Supply network:
Scale bar: 20 um. Pins as bars on the die edge. Tap cells in grey.
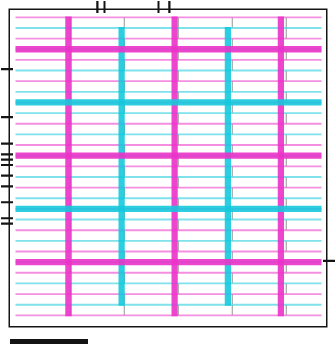
Placed cells, one colour a class:
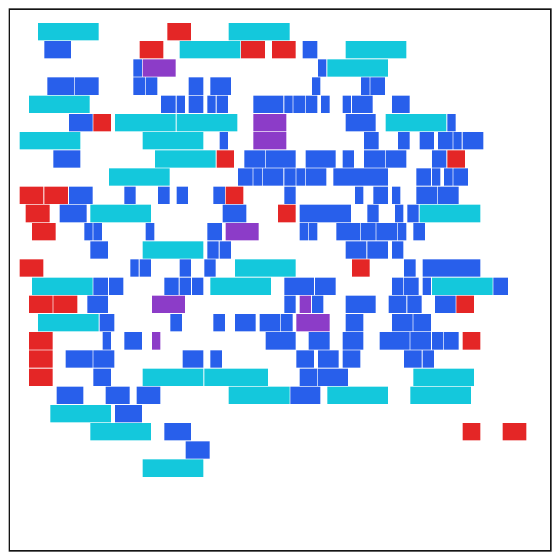
Clock wires, drivers and flops:
Scale bar: 20 um.
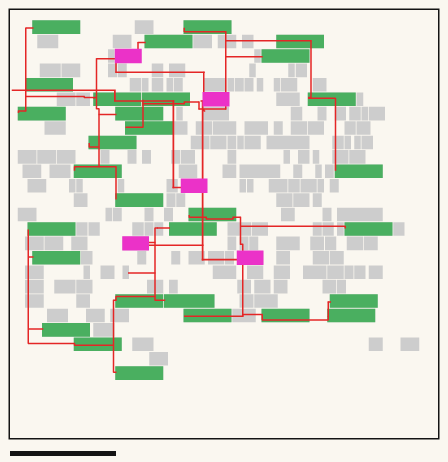
==> config.mk <==
export PLATFORM = sky130hd
export DESIGN_NAME = clkdiv_drv
export DESIGN_NICKNAME = d
export VERILOG_FILES = /design/src/rtl/clkdiv_pkg.sv /design/src/rtl/clkdiv_phase_cnt.sv /design/src/rtl/clkdiv_drv.sv
export SDC_FILE = /design/constraint.sdc
export NUM_CORES = 1
export LEC_CHECK = 0
export CAP_MARGIN = 20
export CORE_UTILIZATION = 30
export CTS_CLUSTER_SIZE = 8
export DETAILED_ROUTE_END_ITERATION = 6
export PLACE_DENSITY = 0.49
export SLEW_MARGIN = 20
export SYNTH_ARGS = -nofsm -noshare
export SYNTH_HDL_FRONTEND = slang
export SYNTH_HIERARCHICAL = 1
export SYNTH_SLANG_ARGS = --single-unit
==> constraint.sdc <==
create_clock -name CLK -period 2.6 [get_ports CLK]
set_input_delay 0.39 -clock CLK [delete_from_list [all_inputs] [get_ports CLK]]
set_output_delay 0.39 -clock CLK [all_outputs]
set_load 0.01 [all_outputs]
==> metrics.yaml <==
status: "finished clean"
cap_viol_max_count: 0
numCtsBuffers: 5
simple_gate_share_pct: 22.06
clk_share_pct: 4.080
comb-power_w: 0.00130
wl_met2_um: 1877
fa_ha_area_share_pct: 6.052
h-tree-depth: 2
place_congestion: 0.7207
wirelength_um: 4078
cts_root_buf: "clkbuf_8"
first_iter_violations: 30
wl_met1_um: 2017
synth.distinct_cells: 49
synth_stat.cells: 187
avgSynthCellArea_um2: 9.949
dpl-instance-area_mm2: 0.002147
dp_hpwl_um: 3090
max_freq_mhz: 425.2
tightest_slew_ns: 0.4198
yosys_most_used_dff: "dfrtp_1"
syn_to_final_growth_pct: 20.31
crit_path_end_kind: "flop"
top_area_cell: "dfrtp_1"
dpl_worst_slack_ns: 0.2741
total_power_w: 0.002524
p_leak_nw: 0.9729
slew_viol_final: 0
period_used_pct: 90.45
ioPinCount: 16
wl_met3_um: 136
antennaDiodeCount: 0
dp.cells: 279
bufAreaShareNonClock_pct: 9.726
-- 'supply network' (at the start) --
VSS: marked magenta. VDD: marked cyan.
75 tap cells. 16 signal pins sit on the boundary.
Die Ht: 80.75 um
core box area: 0.005956 mm2
Die Width: 80.75 um
Peak VDD IR: 0.4269 mV

-- 'placed cells, one colour a class' (at the start) --
clock drivers and dummy loads: marked purple, cells 8, share of their area 4.3%. other buffers and delay cells: marked red, cells 24, share of their area 10%. all other logic: marked blue, cells 150, share of their area 51%. flip-flops: marked cyan, cells 30, share of their area 35%.
flop share of the area: 33.59%
fin area: 0.002238 mm2
Layout Utilization: 37.58%
Placement Rows: 28

-- 'clock wires, drivers and flops' (at the start) --
clock wires: marked red, length 490 um. cells driving clock nets: marked magenta, count 5. flip-flops: marked green, count 30.
Position of the flops: all over the die.
clock-net power: 0.000395 W
Worst Skew: 0.005686 ns
Clk pwr share: 15.6%

## placed cells by master (no fill, tap or decap), types with 3 or more instances in the layout
cell type	n
buf_4	9
clkbuf_8	6
clkdlybuf4s50_1	15
dfrtp_1	29
ha_1	9
inv_1	5
mux2_1	6
mux2i_1	6
nand2_1	8
nand2b_1	7
nand3_1	15
nor2_1	14
nor2b_1	5
nor3_1	3
nor3b_1	4
o21ai_0	5
o21ai_1	9
xnor2_1	7
xor2_1	8
## critical path, cell delays in order, from the launching register on
cell and delay (ns):
dfrtp_1 0.46, ha_1 0.28, nand3_1 0.17, a211o_1 0.30, o211a_2 0.16, nor4_4 0.25
nand3_2 0.11, and2_1 0.26, o31ai_1 0.26
Power and IR drop assume default switching activity.
